$ cat config.mk
export PLATFORM = sky130hd
export DESIGN_NAME = score_keeper
export DESIGN_NICKNAME = d
export VERILOG_FILES = /design/src/rtl/pong_pkg.sv /design/src/rtl/edge_detect.sv /design/src/rtl/score_keeper.sv
export SDC_FILE = /design/constraint.sdc
export NUM_CORES = 1
export LEC_CHECK = 0
export CAP_MARGIN = 5
export CORE_AREA = 2 2 70 72
export CTS_BUF_LIST = sky130_fd_sc_hd__clkbuf_8
export CTS_CLUSTER_DIAMETER = 200
export DETAILED_ROUTE_END_ITERATION = 10
export DIE_AREA = 0 0 72 74
export PLACE_DENSITY = 0.74
export SYNTH_ARGS = -nofsm -noshare
export SYNTH_HDL_FRONTEND = slang
export SYNTH_HIERARCHICAL = 1
export SYNTH_SLANG_ARGS = --single-unit
$ cat constraint.sdc
create_clock -name clock -period 2.4 [get_ports clock]
set_input_delay 0.48 -clock clock [delete_from_list [all_inputs] [get_ports clock]]
set_output_delay 0.48 -clock clock [all_outputs]
set_load 0.005 [all_outputs]
$ cat src/rtl/pong_pkg.sv
// Shared definitions for the pong game blocks: FSM state encoding,
// score width and the largest score the LED score bar can show.
package pong_pkg;

  localparam int SCORE_W           = 4;
  localparam int MAX_DISPLAY_SCORE = 10;

  typedef enum logic [2:0] {
    IDLE  = 3'd0,
    DELAY = 3'd1,
    SERVE = 3'd2,
    PLAY  = 3'd3,
    OVER  = 3'd4
  } state_e;

  // Add one to a score but never go past the limit, so a score cannot wrap.
  function automatic logic [SCORE_W-1:0] sat_inc(input logic [SCORE_W-1:0] score,
                                                input logic [SCORE_W-1:0] limit);
    logic [SCORE_W-1:0] result;
    if (score < limit) begin
      result = score + SCORE_W'(1);
    end else begin
      result = score;
    end
    return result;
  endfunction

endpackage

$ cat src/rtl/edge_detect.sv
// 1-bit rising-edge pulse generator with a registered output.
// Only built when POINT_EDGE_DETECT_EN is defined, since it is the only
// user of this block; a level held high produces a single one-cycle pulse,
// delivered one clock after the rising edge is sampled.
`ifdef POINT_EDGE_DETECT_EN
module edge_detect (
  input  logic clock,
  input  logic reset,
  input  logic level_i,
  output logic pulse_o
);

  logic level_q;
  logic level_d;
  logic pulse_q;
  logic pulse_d;

  // Next-state: remember the level and flag a low-to-high transition.
  always_comb begin
    level_d = level_i;
    pulse_d = level_i & ~level_q;
  end

  // Edge registers, cleared by the asynchronous reset.
  always_ff @(posedge clock or posedge reset) begin
    if (reset) begin
      level_q <= 1'b0;
      pulse_q <= 1'b0;
    end else begin
      level_q <= level_d;
      pulse_q <= pulse_d;
    end
  end

  assign pulse_o = pulse_q;

endmodule
`endif

$ cat src/rtl/score_keeper.sv
// Match-scoring controller for the pong game. Writes the per-player score
// values for the LED score bar, times serves through a serve_req/serve_ack
// handshake with the ball module, and detects the match winner.
// Optional macro POINT_EDGE_DETECT_EN: rising-edge detect new_game,
// point_p1 and point_p2 (one extra cycle of latency) so that level-held
// switches or keys count once.
module score_keeper
  import pong_pkg::*;
#(
  parameter int WIN_SCORE   = 10,
  parameter int SERVE_DELAY = 50000000,
  parameter int CNT_W       = 26
) (
  input  logic               clock,
  input  logic               reset,
  input  logic               new_game,
  input  logic               point_p1,
  input  logic               point_p2,
  input  logic               serve_ack,
  output logic [SCORE_W-1:0] score_p1,
  output logic [SCORE_W-1:0] score_p2,
  output logic               serve_req,
  output logic               in_play,
  output logic               game_over,
  output logic               winner
);

  localparam logic [SCORE_W-1:0] WIN_VAL  = SCORE_W'(WIN_SCORE);
  localparam logic [CNT_W-1:0]   CNT_LAST = CNT_W'(SERVE_DELAY - 1);

  // Reject configurations the score bar or delay counter cannot represent.
  if ((WIN_SCORE < 1) || (WIN_SCORE > MAX_DISPLAY_SCORE)) begin : g_bad_win_score
    $error("score_keeper: WIN_SCORE must be in 1..%0d", MAX_DISPLAY_SCORE);
  end
  if (SERVE_DELAY < 1) begin : g_bad_serve_delay
    $error("score_keeper: SERVE_DELAY must be at least 1");
  end
  if ((SERVE_DELAY >> CNT_W) != 0) begin : g_bad_cnt_w
    $error("score_keeper: CNT_W too narrow for SERVE_DELAY");
  end

  // Event strobes seen by the FSM, either raw pulses or detected edges.
  logic new_game_evt;
  logic p1_evt;
  logic p2_evt;

`ifdef POINT_EDGE_DETECT_EN
  edge_detect u_new_game_edge (
    .clock   (clock),
    .reset   (reset),
    .level_i (new_game),
    .pulse_o (new_game_evt)
  );

  edge_detect u_point_p1_edge (
    .clock   (clock),
    .reset   (reset),
    .level_i (point_p1),
    .pulse_o (p1_evt)
  );

  edge_detect u_point_p2_edge (
    .clock   (clock),
    .reset   (reset),
    .level_i (point_p2),
    .pulse_o (p2_evt)
  );
`else
  assign new_game_evt = new_game;
  assign p1_evt       = point_p1;
  assign p2_evt       = point_p2;
`endif

  state_e             state_q,     state_d;
  logic [CNT_W-1:0]   cnt_q,       cnt_d;
  logic [SCORE_W-1:0] score_p1_q,  score_p1_d;
  logic [SCORE_W-1:0] score_p2_q,  score_p2_d;
  logic               serve_req_q, serve_req_d;
  logic               in_play_q,   in_play_d;
  logic               game_over_q, game_over_d;
  logic               winner_q,    winner_d;

  logic [SCORE_W-1:0] p1_inc;
  logic [SCORE_W-1:0] p2_inc;

  // Next state and next registered outputs; new_game outranks every other
  // event, and point pulses only matter while a rally is live.
  always_comb begin
    state_d     = state_q;
    cnt_d       = cnt_q;
    score_p1_d  = score_p1_q;
    score_p2_d  = score_p2_q;
    serve_req_d = serve_req_q;
    in_play_d   = in_play_q;
    game_over_d = game_over_q;
    winner_d    = winner_q;
    p1_inc      = sat_inc(score_p1_q, WIN_VAL);
    p2_inc      = sat_inc(score_p2_q, WIN_VAL);

    if (new_game_evt) begin
      state_d     = DELAY;
      cnt_d       = '0;
      score_p1_d  = '0;
      score_p2_d  = '0;
      serve_req_d = 1'b0;
      in_play_d   = 1'b0;
      game_over_d = 1'b0;
      winner_d    = 1'b0;
    end else begin
      case (state_q)
        IDLE: begin
          state_d = IDLE;
        end

        DELAY: begin
          if (cnt_q == CNT_LAST) begin
            state_d     = SERVE;
            cnt_d       = '0;
            serve_req_d = 1'b1;
          end else begin
            cnt_d = cnt_q + CNT_W'(1);
          end
        end

        SERVE: begin
          if (serve_ack) begin
            state_d     = PLAY;
            serve_req_d = 1'b0;
            in_play_d   = 1'b1;
          end else begin
            serve_req_d = 1'b1;
          end
        end

        PLAY: begin
          if (p1_evt && p2_evt) begin
            // Disputed rally: replay it without touching the scores.
            state_d   = DELAY;
            cnt_d     = '0;
            in_play_d = 1'b0;
          end else if (p1_evt) begin
            score_p1_d = p1_inc;
            in_play_d  = 1'b0;
            if (p1_inc == WIN_VAL) begin
              state_d     = OVER;
              game_over_d = 1'b1;
              winner_d    = 1'b0;
            end else begin
              state_d = DELAY;
              cnt_d   = '0;
            end
          end else if (p2_evt) begin
            score_p2_d = p2_inc;
            in_play_d  = 1'b0;
            if (p2_inc == WIN_VAL) begin
              state_d     = OVER;
              game_over_d = 1'b1;
              winner_d    = 1'b1;
            end else begin
              state_d = DELAY;
              cnt_d   = '0;
            end
          end else begin
            state_d = PLAY;
          end
        end

        OVER: begin
          state_d = OVER;
        end

        default: begin
          state_d     = IDLE;
          cnt_d       = '0;
          score_p1_d  = '0;
          score_p2_d  = '0;
          serve_req_d = 1'b0;
          in_play_d   = 1'b0;
          game_over_d = 1'b0;
          winner_d    = 1'b0;
        end
      endcase
    end
  end

  // State, counter and output registers with asynchronous reset.
  always_ff @(posedge clock or posedge reset) begin
    if (reset) begin
      state_q     <= IDLE;
      cnt_q       <= '0;
      score_p1_q  <= '0;
      score_p2_q  <= '0;
      serve_req_q <= 1'b0;
      in_play_q   <= 1'b0;
      game_over_q <= 1'b0;
      winner_q    <= 1'b0;
    end else begin
      state_q     <= state_d;
      cnt_q       <= cnt_d;
      score_p1_q  <= score_p1_d;
      score_p2_q  <= score_p2_d;
      serve_req_q <= serve_req_d;
      in_play_q   <= in_play_d;
      game_over_q <= game_over_d;
      winner_q    <= winner_d;
    end
  end

  assign score_p1  = score_p1_q;
  assign score_p2  = score_p2_q;
  assign serve_req = serve_req_q;
  assign in_play   = in_play_q;
  assign game_over = game_over_q;
  assign winner    = winner_q;

endmodule

==> qor.txt, run 1 <==
total clock sinks: 41
clock root buffer master: sky130_fd_sc_hd__clkbuf_8
Site Rows: 25
worst setup path endpoint: cnt_q[24]
worst setup path start: score_p2[0]
via count of the first global-routing pass: 1999
Final setup violation count: 0
number of antenna violations at the first check in global routing: 0
average footprint of a synthesized cell: 8.86 um^2
combinational family with the most area after synthesis: AND-OR/OR-AND gates
Non-clock buffers, area share: 10.6%
Log Warnings: 26
number of filler cells placed in the layout: 430
fraction of synthesized area in multiplexers: 0.411%
area occupied by multi-input gates: 0.00134 mm^2
xor/xnor share of the synthesized area: 0.360%
hold violation count in the final report: 0
worst ir drop on vdd: 0.402 mV
number of search-and-repair iterations in the first detailed-routing pass: 6
number of remaining DRC errors: 0
number of buffers other than clock buffers in the final layout: 33
area share of fa/ha/maj cells after synthesis: 1.54%
pre-placement core utilization: 53.0%
R2R Setup Slk: 0.23 ns
yosys aoi share: 26.3%
reg-to-reg critical path startpoint: score_p2[0]
via count normalized by instance count: 6.18
total congestion overflow after global routing: 0
Hold Worst Slack: 0.488 ns
total of hold buffers inserted after clock tree synthesis: 0
Unique masters post-synth: 51
wire length of the first global-routing pass: 9130 um
async set-reset flop share out of synthesis: 100%
post-synthesis cell count from yosys: 275
count of cells along the worst register-to-register path: 7
clock period minus final worst setup slack: 2.17 ns
area added between synthesis and finish: 16.8%
register bit total from synthesis: 41
HPWL after detailed placement: 3720 um
total instance count after detailed placement: 352
number of max-capacitance violations reported: 0
flip-flops with a built-in enable: 0
area of the core: 0.00460 mm^2
Tightest Pin Transition: 0.669 ns
area fraction of clock buffers and clock inverters: 3.03%
Min-Delay Endpoint: cnt_q[13]
clock edge transition at the registers on the reported setup and hold paths: 0.08 ns
post-route ant nets: 0
number of warning messages in the yosys log: 6
Crit path required time: 2.61 ns
Hold/Removal Path Class: flip-flop to flip-flop
Design Area, Final: 0.00285 mm^2
sum of internal, switching and leakage power: 1.47 mW
Post-DP Area: 0.00275 mm^2
Max Freq: 460 MHz
largest net degree at the start of global routing: 42
status: complete, no violations
Die W: 72 um
number of buffers between clock root and the deepest sink: 2
number of max-slew violations in the final report: 0
kind of critical path: flip-flop to flip-flop
P_leak: 1.19 nW
wire length on met2: 2640 um
Dominant Register Cell: sky130_fd_sc_hd__dfrtp_1
post-place setup slack: -0.170 ns
Simple-Gate Fraction of Synth Area: 25.9%
[run 1: power breakdown]
group	total [mW]	switching (mW)	leakage [nW]	internal (mW)
sequential	0.749	0.0346	0.565	0.714
combinational	0.259	0.152	0.573	0.107
clock	0.460	0.236	0.0485	0.224
total	1.47	0.423	1.19	1.05
[run 1: sequential cells by signal, summed over array words and instances (netlist names)]
name,flops
game_over,1
state_q,3
score_p1,4
cnt_q,26
serve_req,1
winner,1
score_p2,4
in_play,1
[run 1: timing repair]
item	4_1_cts	5_1_grt
pin swaps	1	1
resized	0	1
gates cloned	0	1
setup endpoints to repair	1	21
[run 1: routing by layer]
metal	vias to the layer above	global-route usage (%)
met5	-	0
met4	0	6.08
met3	5	4.07
met2	47	34.4
met1	1075	31.1
li1	1099	-
[run 1: synthesized netlist by cell type (6+ instances only)]
cell / n / area (um^2)
sky130_fd_sc_hd__a21oi_1: 24 / 120
sky130_fd_sc_hd__a31oi_1: 21 / 131
sky130_fd_sc_hd__and3_1: 8 / 50.1
sky130_fd_sc_hd__dfrtp_1: 41 / 1030
sky130_fd_sc_hd__inv_1: 6 / 22.5
sky130_fd_sc_hd__nand2_1: 34 / 128
sky130_fd_sc_hd__nand3_1: 7 / 35.0
sky130_fd_sc_hd__nor2_1: 26 / 97.6
sky130_fd_sc_hd__nor3_1: 6 / 30.0
sky130_fd_sc_hd__o21ai_0: 16 / 80.1
[run 1: worst max-delay path, cell delays in order (launching register included)]
cell and delay, ns:
sky130_fd_sc_hd__dfrtp_1 0.38, sky130_fd_sc_hd__ha_1 0.24, sky130_fd_sc_hd__or4b_1 0.49, sky130_fd_sc_hd__nand2_2 0.10, sky130_fd_sc_hd__a31oi_4 0.12, sky130_fd_sc_hd__o21ai_2 0.23
sky130_fd_sc_hd__a22oi_2 0.24, sky130_fd_sc_hd__a31oi_1 0.27
run_1/congestion.png
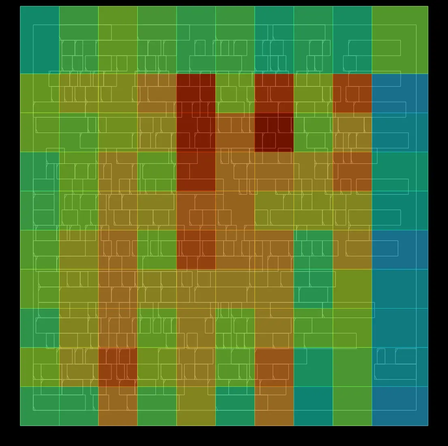
Final Util: 61.9%
global route hottest layer: met2
met3 Resource Use GR: 4.07%
Total GRT Usage: 21.8%
global routing usage on met2: 34.4%

run_1/logic_types.png
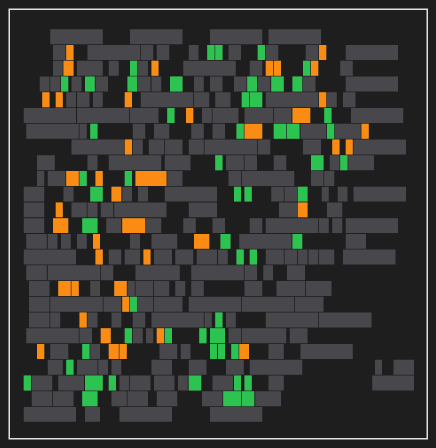
colour	family	cells
orange	nor cells	41
green	nand cells	55
fraction of standard cell area in multi-input logic: 47.1%
most frequent logic cell in the layout: sky130_fd_sc_hd__dfrtp_1
Finished Layout Cells: 360

run_1/wires.png
Scale bar: 20 um. Two of the layers only.
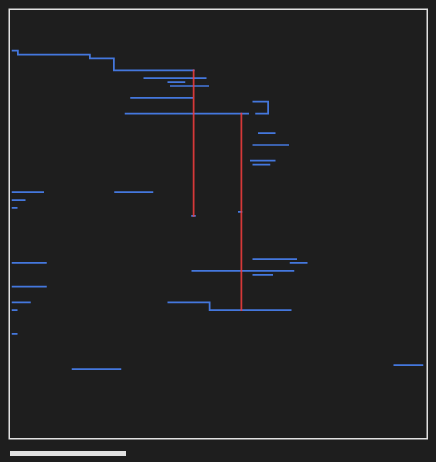
colour	layer	wire length
blue	metal 3	206 um
red	metal 4	59.2 um
via count: 2226
detailed-route wire length per cell: 15.8 um
Detailed Route WL: 5700 um

==> run 2: changes to the inputs <==
- CORE_AREA: 2 2 70 72 -> 2 2 67 69
- DIE_AREA: 0 0 72 74 -> 0 0 69 71
- PLACE_DENSITY: 0.74 -> 0.8
- clock period: 2.4 -> 2 ns (I/O delays scaled with it)
==> qor.txt, run 2 <==
status: complete, but fails checks
violated checks: negative setup slack
number of buffers between clock root and the deepest sink: 2 (unchanged)
Hold/Removal Path Class: input pin to asynchronous set/reset pin
global route hottest layer: met2
crit path max fanout: 10
aggregate negative setup slack: -0.899 ns
wire length on met2: 4160 um (+58%)
HPWL after detailed placement: 4520 um (+21%)
number of search-and-repair iterations in the first detailed-routing pass: 5 (-1)
area occupied by multi-input gates: 0.00155 mm^2 (+16%)
count of input and output buffers: 17
Die W: 69 um (-4.2%)
Crit path required time: 2.17 ns (-0.44 ns)
post-synth top area share: 42.1% (unchanged)
sequential cell area fraction in the yosys report: 42.1%
CP max stage delay: 0.41 ns (-0.08 ns)
Hold Worst Slack: 0.416 ns (-0.0717 ns)
top routing layer in use: met4
Crit. End Element: flip-flop
top logic cells by instance count in the layout: sky130_fd_sc_hd__buf_4 (61), sky130_fd_sc_hd__dfrtp_1 (38), sky130_fd_sc_hd__nand2_1 (32)
clock root buffer master: sky130_fd_sc_hd__clkbuf_8
portion of the clock cycle consumed by the worst path in the final layout: 108%
Dominant Register Cell: sky130_fd_sc_hd__dfrtp_1
via count: 2760 (+24%)
sequential cell area in the final layout: 0.00103 mm^2
arrival time at the worst endpoint: 2.32 ns
RSZ-0062 raised after global routing: true
violation count after the first detailed-routing iteration: 364
number of instances in the synthesized netlist: 275
Antenna Diode Count: 0
Max Freq: 465 MHz (+1.1%)
Post-DP Area: 0.00308 mm^2 (+12%)
crit path launch type: flip-flop
remaining max-slew budget at the tightest pin: 74.8%
clock insertion delay at the later pin of the skew report: 0.30 ns
register with the most flip-flops: cnt_q
biggest area cells: sky130_fd_sc_hd__dfrtp_1 (42%), sky130_fd_sc_hd__a31oi_1 (5.4%), sky130_fd_sc_hd__nand2_1 (5.2%)
most frequent logic cell in the layout: sky130_fd_sc_hd__buf_4
buffers plus inverters on the worst setup path: 2 (+2)
detailed-route wire length per cell: 20.8 um (+31%)
number of remaining DRC errors: 0 (unchanged)
area of the mapped netlist: 0.00244 mm^2
number of cells on the critical path: 7 (unchanged)
Tightest Pin Transition: 0.373 ns (-0.296 ns)
worst ir drop on vdd: 0.539 mV (+34%)
R2R Setup Slk: -0.15 ns (-0.38 ns)
number of max-capacitance violations reported: 0 (unchanged)
largest net degree at the start of global routing: 29 (-31%)
count of H-tree levels built during CTS: 2
post-synthesis net count: 284
Site Rows: 24 (-4.0%)
via count of the first global-routing pass: 2512 (+26%)
cell family contributing the most delay on the critical path: AND-OR/OR-AND gates
slowest CP cell: sky130_fd_sc_hd__dfrtp_1
kind of critical path: flip-flop to flip-flop
clock buffers created by TritonCTS: 5
register bit total from synthesis: 41 (unchanged)
final setup slack of the worst path: -0.151 ns
flip-flops with a built-in enable: 0 (unchanged)
worst setup path start: cnt_q[9]
Final setup violation count: 21 (+21)
worst setup path endpoint: cnt_q[17]
area added between synthesis and finish: 43.2%
ratio of total power to cell area: 597 mW/mm^2
total congestion overflow after global routing: 0 (unchanged)
GP Congestion: 0.860
number of antenna violations at the first check in global routing: 0 (unchanged)
hold violation count in the final report: 0 (unchanged)
number of warning messages in the yosys log: 6 (unchanged)
Final Net Count: 364
post-synthesis cell count from yosys: 275 (unchanged)
total die size: 0.00490 mm^2
Largest register FFs: 26 (unchanged)
worst clock skew: 0.0105 ns
RR Endpoint: cnt_q[17]
wire length of the first global-routing pass: 11800 um (+29%)
sum of internal, switching and leakage power: 2.08 mW (+42%)
number of filler cells placed in the layout: 229 (-47%)
async set-reset flop share out of synthesis: 100% (unchanged)
P_leak: 1.49 nW (+26%)
most instantiated cells after synthesis: sky130_fd_sc_hd__dfrtp_1 (41), sky130_fd_sc_hd__nand2_1 (34), sky130_fd_sc_hd__nor2_1 (26)
Design Area, Final: 0.00349 mm^2 (+23%)
cell type with the largest total area: sky130_fd_sc_hd__dfrtp_1
total clock sinks: 41 (unchanged)
clock period minus final worst setup slack: 2.15 ns (-0.0230 ns)
average footprint of a synthesized cell: 8.86 um^2 (unchanged)
die height: 71 um
layout cells sized above 1: 33.4%
wire length on met3: 611 um
Crit path top cell by count: sky130_fd_sc_hd__buf_4
CTS tree: built
via count normalized by instance count: 6.76 (+9.4%)
cell with the most instances after synthesis: sky130_fd_sc_hd__dfrtp_1
chip area estimate from yosys synthesis: 0.00244 mm^2
post-route ant nets: 0 (unchanged)
number of max-slew violations in the final report: 0 (unchanged)
routed length on met1: 3320 um
Log Warnings: 29 (+12%)
I/O pins: 18
pre-placement core utilization: 57.9% (+5.0 points)
crit-path cells: nor4b_2, nand4_1, o31a_1, buf_4, buf_4, a31oi_1, a31oi_2
Unique masters post-synth: 51 (unchanged)
clock edge transition at the registers on the reported setup and hold paths: 0.09 ns (about the same)
count of cells along the worst register-to-register path: 7 (unchanged)
reg-to-reg critical path startpoint: cnt_q[9]
-- run 2: cell counts after synthesis --
Identical to the previous run, type by type.
-- run 2: repair_timing --
action	4_1_cts	5_1_grt
resized	11	28
pin swaps	7	13
setup buffers	6	2
setup endpoints to repair	24	30
hold buffers	0	0
-- run 2: cell type report --
type	instances	area share, %
Inverter	6	0.645
Sequential cell	41	29.5
Clock inverter	2	0.968
Multi-Input combinational cell	218	44.5
Tap cell	52	1.86
Timing Repair Buffer	83	20.1
Clock buffer	6	2.37
-- run 2: worst register-to-register path, cell delays in order, from the launching register on --
cell and delay [ns]:
sky130_fd_sc_hd__dfrtp_1 0.41, sky130_fd_sc_hd__nor4b_2 0.30, sky130_fd_sc_hd__nand4_1 0.24, sky130_fd_sc_hd__o31a_1 0.37, sky130_fd_sc_hd__buf_4 0.17, sky130_fd_sc_hd__buf_4 0.17, sky130_fd_sc_hd__a31oi_1 0.27, sky130_fd_sc_hd__a31oi_2 0.09
-- run 2: cell families (layout without fill, tap and decap cells) --
logic type | Yosys count | in the layout | synth area share, %
flip-flops | 41 | 41 | 42.1
multiplexers | 1 | 1 | 0.411
AND/OR/NAND/NOR | 119 | 119 | 25.9
AND-OR/OR-AND | 94 | 94 | 26.3
XOR/XNOR | 1 | 1 | 0.360
adder cells (fa/ha/maj) | 3 | 3 | 1.54
buffers and inverters | 16 | 97 | 3.34
-- run 2: stage by stage --
step           setup slack (ns)  instances
3_3_place_gp             -0.264        393
4_1_cts                 -0.0507        406
2_1_floorplan          -0.00833        275
6_report                 -0.151        408
3_5_place_dp             -0.325        393
5_1_grt                  -0.117        408
-- run 2: power breakdown --
group | total [mW] | internal [mW] | switching (mW)
Combinational | 0.480 | 0.204 | 0.276
Sequential | 0.888 | 0.857 | 0.0305
Clock | 0.714 | 0.403 | 0.311
run_2/congestion.png
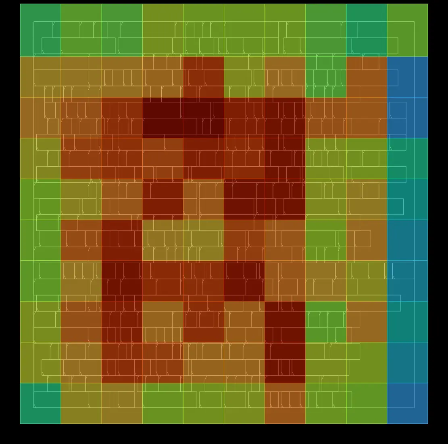
met3 Resource Use GR: 5.70%
Final Util: 83.0%
global routing usage on met2: 51.9%
fraction of met1 tracks used by global routing: 37.8%

run_2/wires.png
Scale bar: 20 um. Two of the layers only.
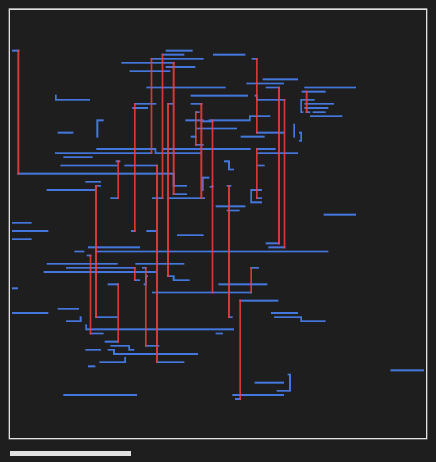
colour	layer	wire length
blue	metal 3	612 um
red	metal 4	395 um
Total GRT Usage: 29.8%
Detailed Route WL: 8490 um

run_2/placement_by_type.png
Scale bar: 20 um.
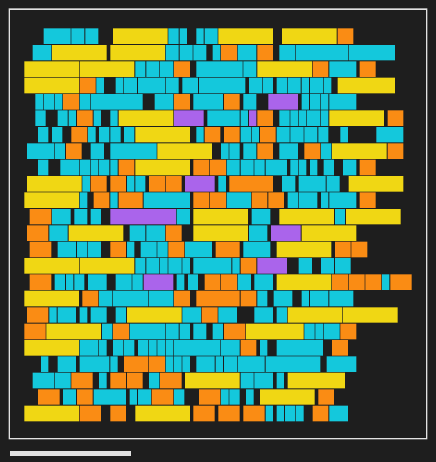
colour	class	cells
yellow	sequential cells	41
purple	clock drivers and dummy loads	8
cyan	combinational and other logic	224
orange	remaining buffers and delay cells	83
area of the core: 0.00420 mm^2
register share of the cell area: 29.5%

Power and IR drop assume default switching activity.
